File: src/rtl/maskmul_share_gen.sv
// rtl/maskmul_share_gen.sv - masked share generator feeding the 2-bit masked multiplier
// Draws ma/mb/mq from a 16-bit LFSR and registers masked operands behind a valid/ready handshake.
module maskmul_share_gen #(
    parameter logic [15:0] SEED = 16'hACE1
) (
    input  logic        clk,
    input  logic        reset,
    input  logic        seed_load,
    input  logic [15:0] seed_in,
    input  logic        in_valid,
    output logic        in_ready,
    input  logic [1:0]  a,
    input  logic [1:0]  b,
    output logic        out_valid,
    input  logic        out_ready,
    output logic [1:0]  am,
    output logic [1:0]  bm,
    output logic [1:0]  ma,
    output logic [1:0]  mb,
    output logic [1:0]  mq,
    output logic [15:0] txn_count
);

    logic [15:0] lfsr;
    logic [15:0] lfsr_next6;
    logic        accept;

    function automatic logic [15:0] lfsr_step(input logic [15:0] s);
        return {s[14:0], s[15] ^ s[13] ^ s[12] ^ s[10]};
    endfunction

    // Six steps per transaction so the six mask bits drawn each time are fresh.
    always_comb begin
        lfsr_next6 = lfsr;
        for (int i = 0; i < 6; i++) begin
            lfsr_next6 = lfsr_step(lfsr_next6);
        end
    end

    assign in_ready = !seed_load && (!out_valid || out_ready);
    assign accept   = in_valid && in_ready;

    always_ff @(posedge clk) begin
        if (reset) begin
            lfsr      <= SEED;
            out_valid <= 1'b0;
            am        <= 2'b00;
            bm        <= 2'b00;
            ma        <= 2'b00;
            mb        <= 2'b00;
            mq        <= 2'b00;
            txn_count <= 16'h0000;
        end else if (seed_load) begin
            // A zero seed would lock the LFSR, so fall back to the default seed.
            lfsr      <= (seed_in == 16'h0000) ? SEED : seed_in;
            out_valid <= 1'b0;
            txn_count <= 16'h0000;
        end else if (accept) begin
            am        <= a ^ lfsr[1:0];
            ma        <= lfsr[1:0];
            bm        <= b ^ lfsr[3:2];
            mb        <= lfsr[3:2];
            mq        <= lfsr[5:4];
            out_valid <= 1'b1;
            lfsr      <= lfsr_next6;
            txn_count <= txn_count + 16'd1;
        end else if (out_valid && out_ready) begin
            out_valid <= 1'b0;
        end
    end

endmodule

File: config.mk
export PLATFORM = sky130hd
export DESIGN_NAME = maskmul_share_gen
export DESIGN_NICKNAME = d
export VERILOG_FILES = /design/src/rtl/maskmul_share_gen.sv
export SDC_FILE = /design/constraint.sdc
export NUM_CORES = 1
export LEC_CHECK = 0
export ABC_AREA = 0
export CORE_ASPECT_RATIO = 1.2
export CORE_MARGIN = 3
export CORE_UTILIZATION = 43
export CTS_CLUSTER_DIAMETER = 80
export DETAILED_ROUTE_END_ITERATION = 16
export PLACE_DENSITY = 0.78
export SLEW_MARGIN = 15
export SYNTH_ARGS = -nofsm -noshare
export SYNTH_HDL_FRONTEND = slang
export SYNTH_SLANG_ARGS = --single-unit
File: constraint.sdc
create_clock -name clk -period 1.7 [get_ports clk]
set_input_delay 0.34 -clock clk [delete_from_list [all_inputs] [get_ports clk]]
set_output_delay 0.34 -clock clk [all_outputs]
set_load 0.02 [all_outputs]
### The metal 1 layer, run 1

The bar under the picture is 20 um long. Cells faint in the background.
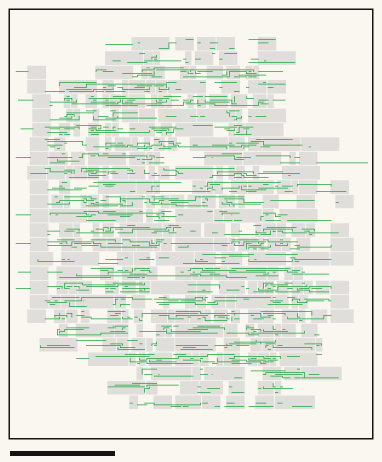
nets with wire on the layer: 321
longest straight run: 23.0 um

### Metal 2, run 1

The bar under the picture is 20 um long. Cells faint in the background.
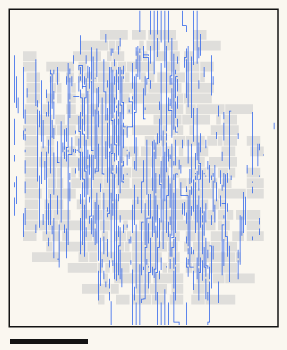
nets with wire on the layer: 290
share of all routed wire: 52%
main direction: vertical
wire length on this layer: 2750 um
longest straight run: 30.3 um

==> qor.txt, run 1 <==
Status - finished clean
CP startpoint kind - input port
Clock Skews - 0.005236 ns
Die height - 81.21 um
Post-layout period usage - 0.9903
Top cells excl fill/tap - 43 x clkdlybuf4s50_1, 41 x nand2_1, 35 x dfxtp_1, 31 x nor2_1, 27 x buf_4
Xor/xnor share - 0.1167
Syn_nets - 279
Std-Cell Rows - 26
Worst hold slack - 0.4569 ns
R2R Path End - txn_count[14]
Global-route wire length before repair - 8.749 mm
Worst-path clk slew - 0.08 ns
Layout cells sized above 1 - 0.1667
Top cells, area - dfxtp_1 42%, xnor2_1 9.9%, nand2_1 7.6%
Adders+Majority by Area - 0.006173
Wire length on met2 - 2.750 mm
Die W - 68.68 um
Hold_buf cts - 0
Post-route cell area - 2964 sq um
Sequential Power Share - 0.514
CLK BUF - 6
Sw Share - 0.2707
Overall Global Routing Usage - 0.2044
Fraction of area in multi-input gates - 0.3879
ANT cells - 0
Setup TNS - 0 ns
Switching pwr - 0.5799 mW
Final cell count without fillers - 386
Slowest-stage cell, CP - or4_4
Flop share of the area - 0.2946
Avg Cell Area, Syn - 8.012 sq um
Area growth from synthesis to layout - 46.23%
Met2 GRT Util - 0.3639
Met3 WL - 274 um
Slowest stage delay, CP - 0.49 ns
Pwr top - sequential cells
Power Dens Cells - 722.6 nW/um^2
Hold Vio Cnt, Final - 0
Tool warnings - 28
Commonest cells in the netlist - 43 x dfxtp_1, 41 x nand2_1, 31 x nor2_1
Asr flop ratio synth - 0
Final core occ - 0.6749
Post-synth design cell area - 2027 sq um
Vias in the first global route - 1979
Logic power comb - 0.407 mW
FP Core Util - 0.4615
Worst setup EP type - flop
CP required - 1.93 ns
Tap cells - 56
Largest class - multi-input combinational cells
Share of Yosys cell area claimed by the top area cell type - 0.4247
Biggest regs - lfsr: 16 flops, txn_count: 16 flops
CTS sink cnt - 43
Leakage - 1.167 nW
Measured slew at the worst slew-check pin - 0.3667 ns
Max-cap violation count - 0
Clock-cell share - 0.02870
Buf/Inv on CP - 1
Comb pwr share - 0.190
Fmax - 0.5940 GHz
Top delay family on crit path - simple AND/OR/NAND/NOR gates
Via density - 5.256
Placed cell area - 2813 sq um
Relative slew slack - 0.7533
Comb area - 1150 sq um
Flop area - 873.3 sq um
Critical-path cell list - clkdlybuf4s50_1 > nand2b_4 > or3_4 > or4_4 > a21oi_2
Post-DP HPWL - 3.988 mm
Seq cells post-synth - 43
Avg WL per Cell - 13.75 um
FF-to-FF path depth - 5
CTS Buffer Depth - 2
Sequential power - 1.10 mW
Insertion delay at the late pin of the worst-skew pair - 0.29 ns
Reg2reg start - txn_count[0]
Synth top cell by count - dfxtp_1
Placed cells - 377
Non-clock buffer count - 82
Post-route minimum period - 1.684 ns
CTS Buf Count - 5
Hold-critical path depth - 2
Initial antenna violation count - 0
Core region area - 4392 sq um
Post-Synthesis Cells - 253
CTS tree - built
GP Congestion - 0.9045
Total power draw - 2.142 mW
Seq share, synth - 0.4247
Inverters, non-clock - 1
WP data arrival - 1.91 ns
Area leader, netlist - dfxtp_1
Initial drt markers - 181
Clk root buf - clkbuf_8
Highest metal used - met4
I/O pins - 53
Final ANT Viol Nets - 0
Simple share - 0.2858
Yosys aoi share - 0.1364
R2R Setup Slk - 0.05 ns
YS chip area - 2027 sq um
Worst VDD drop - 0.0005733 V
### M3 wires, run 1

The bar under the picture is 20 um long. Cells faint in the background.
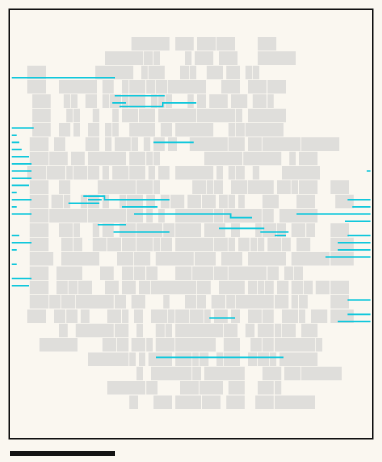
wire length on this layer: 275 um
main direction: horizontal
share of all routed wire: 5.2%
met3 usage: 0.03873
Routed WL: 5.306 mm
Via Count: 2029

==> run 2: changes to the inputs <==
- ABC_CLOCK_PERIOD_IN_PS: not set -> 1700
==> run 2 against run 1 <==
Effect of this change: sequential cell count unchanged; die size stayed put; clock power about the same; core utilization is the same; first-iteration DRC count unchanged; maximum frequency did not move; combinational power about the same; synthesized cell count stayed put; final area unchanged; sequential power about the same.
==> qor.txt, run 2 <==
Status - finished clean (unchanged)
Simple share - 0.2858 (unchanged)
Worst setup EP type - flop (unchanged)
Commonest cells in the netlist - 43 x dfxtp_1, 41 x nand2_1, 31 x nor2_1 (unchanged)
Asr flop ratio synth - 0 (unchanged)
Setup TNS - 0 ns (unchanged)
Comb area - 1150 sq um (unchanged)
Clk root buf - clkbuf_8 (unchanged)
CTS sink cnt - 43 (unchanged)
Xor/xnor share - 0.1167 (unchanged)
Fmax - 0.5940 GHz (unchanged)
Met3 usage - 0.03873 (unchanged)
Via density - 5.256 (unchanged)
CTS tree - built (unchanged)
Wire length on met2 - 2.750 mm (unchanged)
Critical-path cell list - clkdlybuf4s50_1 > nand2b_4 > or3_4 > or4_4 > a21oi_2 (unchanged)
Non-clock buffer count - 82 (unchanged)
CTS Buffer Depth - 2 (unchanged)
Biggest regs - lfsr: 16 flops, txn_count: 16 flops (unchanged)
Sequential power - 1.10 mW (about the same)
Buf/Inv on CP - 1 (unchanged)
Worst VDD drop - 0.0005733 V (unchanged)
Global-route wire length before repair - 8.749 mm (unchanged)
Std-Cell Rows - 26 (unchanged)
Clock Skews - 0.005236 ns (unchanged)
Leakage - 1.167 nW (unchanged)
Clock-cell share - 0.02870 (unchanged)
Synth top cell by count - dfxtp_1 (unchanged)
GP Congestion - 0.9045 (unchanged)
Layout cells sized above 1 - 0.1667 (unchanged)
Core region area - 4392 sq um (unchanged)
Slowest stage delay, CP - 0.49 ns (about the same)
CLK BUF - 6 (unchanged)
Via Count - 2029 (unchanged)
WP data arrival - 1.91 ns (about the same)
Initial antenna violation count - 0 (unchanged)
Seq cells post-synth - 43 (unchanged)
Die W - 68.68 um (unchanged)
FF-to-FF path depth - 5 (unchanged)
Avg Cell Area, Syn - 8.012 sq um (unchanged)
Post-route cell area - 2964 sq um (unchanged)
YS chip area - 2027 sq um (unchanged)
R2R Setup Slk - 0.05 ns (about the same)
Post-DP HPWL - 3.988 mm (unchanged)
Fraction of area in multi-input gates - 0.3879 (unchanged)
Die height - 81.21 um (unchanged)
Tool warnings - 28 (unchanged)
Total power draw - 2.142 mW (unchanged)
FP Core Util - 0.4615 (unchanged)
ANT cells - 0 (unchanged)
Largest class - multi-input combinational cells (unchanged)
Top delay family on crit path - simple AND/OR/NAND/NOR gates (unchanged)
Flop share of the area - 0.2946 (unchanged)
Worst-path clk slew - 0.08 ns (about the same)
Hold-critical path depth - 2 (unchanged)
Post-Synthesis Cells - 253 (unchanged)
Measured slew at the worst slew-check pin - 0.3667 ns (unchanged)
Post-synth design cell area - 2027 sq um (unchanged)
Worst hold slack - 0.4569 ns (unchanged)
I/O pins - 53 (unchanged)
Hold_buf cts - 0 (unchanged)
CTS Buf Count - 5 (unchanged)
Area leader, netlist - dfxtp_1 (unchanged)
Reg2reg start - txn_count[0] (unchanged)
Adders+Majority by Area - 0.006173 (unchanged)
Tap cells - 56 (unchanged)
Share of Yosys cell area claimed by the top area cell type - 0.4247 (unchanged)
Syn_nets - 279 (unchanged)
Area growth from synthesis to layout - 46.23% (unchanged)
Post-route minimum period - 1.684 ns (unchanged)
Slowest-stage cell, CP - or4_4 (unchanged)
Placed cell area - 2813 sq um (unchanged)
Initial drt markers - 181 (unchanged)
Hold Vio Cnt, Final - 0 (unchanged)
Top cells, area - dfxtp_1 42%, xnor2_1 9.9%, nand2_1 7.6% (unchanged)
CP startpoint kind - input port (unchanged)
### Routing congestion map, run 2

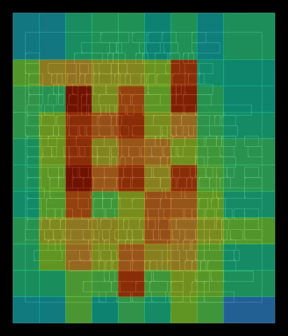
met2 GRT Util: 0.3639
Avg WL per Cell: 13.75 um
Global Route met1 Usage: 0.2464
Top Usage Layer GRT: met2
Overall Global Routing Usage: 0.2044

### The metal 1 layer, run 2

The bar under the picture is 20 um long. Cells faint in the background.
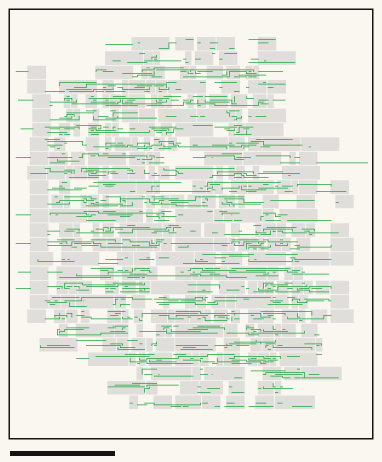
nets with wire on the layer: 321
wire length on this layer: 2250 um

### Metal 2, run 2

The bar under the picture is 20 um long. Cells faint in the background.
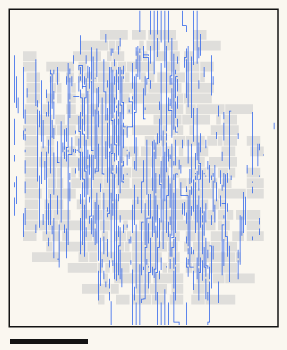
main direction: vertical
longest straight run: 30.3 um

==> run 3: changes to the inputs <==
- SETUP_SLACK_MARGIN: not set -> 0.1
==> run 3 against run 2 <==
Effect of this change: synthesized cell count is the same; core utilization rose by 2.1 points; clock power is about 20% higher; sequential cell count unchanged; largest power group unchanged; maximum frequency up 2.9%; highest routed layer unchanged; clock skew is essentially flat; clock-buffer cell count grew 1.
==> qor.txt, run 3 <==
Status - finished clean (unchanged)
Top cells excl fill/tap - 41 x nand2_1, 31 x nor2_1, 31 x dfxtp_1, 31 x buf_4 (was 43 x clkdlybuf4s50_1, 41 x nand2_1, 35 x dfxtp_1, 31 x nor2_1, 27 x buf_4)
Leakage - 1.330 nW (was 1.167 nW)
GP Congestion - 0.8126 (was 0.9045)
Comb pwr share - 0.182 (was 0.190)
Placed cell area - 2846 sq um (was 2813 sq um)
Clock Skews - 0.005342 ns (was 0.005236 ns)
Met3 usage - 0.04426 (was 0.03873)
Worst setup EP type - flop (unchanged)
CTS tree - built (unchanged)
I/O pins - 53 (unchanged)
Global-route wire length before repair - 8.852 mm (was 8.749 mm)
Flop share of the area - 0.2930 (was 0.2946)
Fraction of area in multi-input gates - 0.3809 (was 0.3879)
CTS Buf Count - 5 (unchanged)
CTS sink cnt - 43 (unchanged)
Fmax - 0.6114 GHz (was 0.5940 GHz)
CP startpoint kind - flop (was input port)
Avg Cell Area, Syn - 8.012 sq um (unchanged)
WP data arrival - 1.87 ns (was 1.91 ns)
Critical-path cell list - buf_6 > nand4_1 > or3_4 > or4_4 > a21oi_2 (was clkdlybuf4s50_1 > nand2b_4 > or3_4 > or4_4 > a21oi_2)
Worst-path clk slew - 0.08 ns (about the same)
Sequential Power Share - 0.482 (was 0.514)
Sequential power - 1.09 mW (was 1.10 mW)
Met3 WL - 263 um (was 274 um)
Total power draw - 2.263 mW (was 2.142 mW)
Syn_nets - 279 (unchanged)
Avg WL per Cell - 14.00 um (was 13.75 um)
Non-clock buffer count - 87 (was 82)
Post-synth design cell area - 2027 sq um (unchanged)
ANT cells - 0 (unchanged)
Post-DP HPWL - 4.007 mm (was 3.988 mm)
Post-layout period usage - 0.9620 (was 0.9903)
Flop area - 895.9 sq um (was 873.3 sq um)
Worst hold slack - 0.4583 ns (was 0.4569 ns)
Buf/Inv on CP - 1 (unchanged)
FF-to-FF path depth - 5 (unchanged)
Relative slew slack - 0.7427 (was 0.7533)
CTS Buffer Depth - 2 (unchanged)
Clk root buf - clkbuf_8 (unchanged)
Vias in the first global route - 2057 (was 1979)
Xor/xnor share - 0.1167 (unchanged)
R2R Path End - txn_count[15] (was txn_count[14])
Biggest regs - lfsr: 16 flops, txn_count: 16 flops (unchanged)
Wire length on met2 - 2.822 mm (was 2.750 mm)
Logic power comb - 0.412 mW (was 0.407 mW)
Hold Vio Cnt, Final - 0 (unchanged)
Core region area - 4392 sq um (unchanged)
Hold_buf cts - 0 (unchanged)
Inverters, non-clock - 1 (unchanged)
Std-Cell Rows - 26 (unchanged)
Commonest cells in the netlist - 43 x dfxtp_1, 41 x nand2_1, 31 x nor2_1 (unchanged)
Seq cells post-synth - 43 (unchanged)
Via density - 5.348 (was 5.256)
Seq share, synth - 0.4247 (unchanged)
YS chip area - 2027 sq um (unchanged)
Setup TNS - 0 ns (unchanged)
Tap cells - 56 (unchanged)
Reg2reg start - txn_count[0] (unchanged)
Asr flop ratio synth - 0 (unchanged)
Post-Synthesis Cells - 253 (unchanged)
Switching pwr - 0.5821 mW (was 0.5799 mW)
FP Core Util - 0.4615 (unchanged)
Initial drt markers - 121 (was 181)
Slowest-stage cell, CP - or4_4 (unchanged)
R2R Setup Slk - 0.06 ns (was 0.05 ns)
Placed cells - 375 (was 377)
Final core occ - 0.6963 (was 0.6749)
Hold-critical path depth - 2 (unchanged)
Sw Share - 0.2572 (was 0.2707)
CP required - 1.93 ns (about the same)
Power Dens Cells - 740.1 nW/um^2 (was 722.6 nW/um^2)
Final ANT Viol Nets - 0 (unchanged)
Initial antenna violation count - 0 (unchanged)
Top delay family on crit path - simple AND/OR/NAND/NOR gates (unchanged)
Layout cells sized above 1 - 0.2000 (was 0.1667)
Area leader, netlist - dfxtp_1 (unchanged)
### Metal 2, run 3

The bar under the picture is 20 um long. Cells faint in the background.
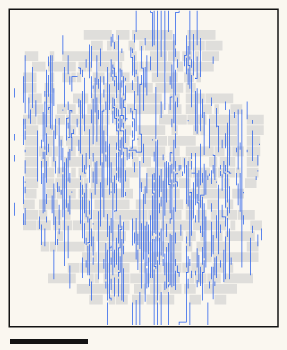
nets with wire on the layer: 298
wire length on this layer: 2820 um
share of all routed wire: 52%
longest straight run: 40.5 um
Routed WL: 5.474 mm
Via Count: 2091

### The metal 1 layer, run 3

The bar under the picture is 20 um long. Cells faint in the background.
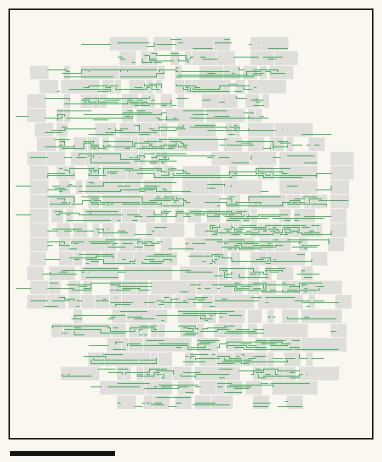
main direction: horizontal
longest straight run: 24.4 um

### Pin map, run 3

The bar under the picture is 20 um long. Pins as bars across the die edge, other pins in gray.
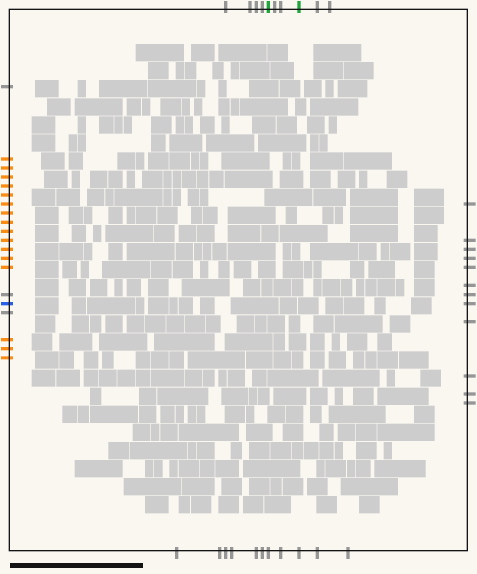
| color | port | pins | direction | edge |
|---|---|---|---|---|
| blue | reset | 1 | input | left |
| green | ma | 2 | output | top |
| orange | seed_in | 16 | input | left |
all pins by edge: 20 left, 12 right, 11 bottom, 10 top
Die W: 68.68 um
die height: 81.21 um

No activity file was given, so power comes from the tool's default toggle rates.
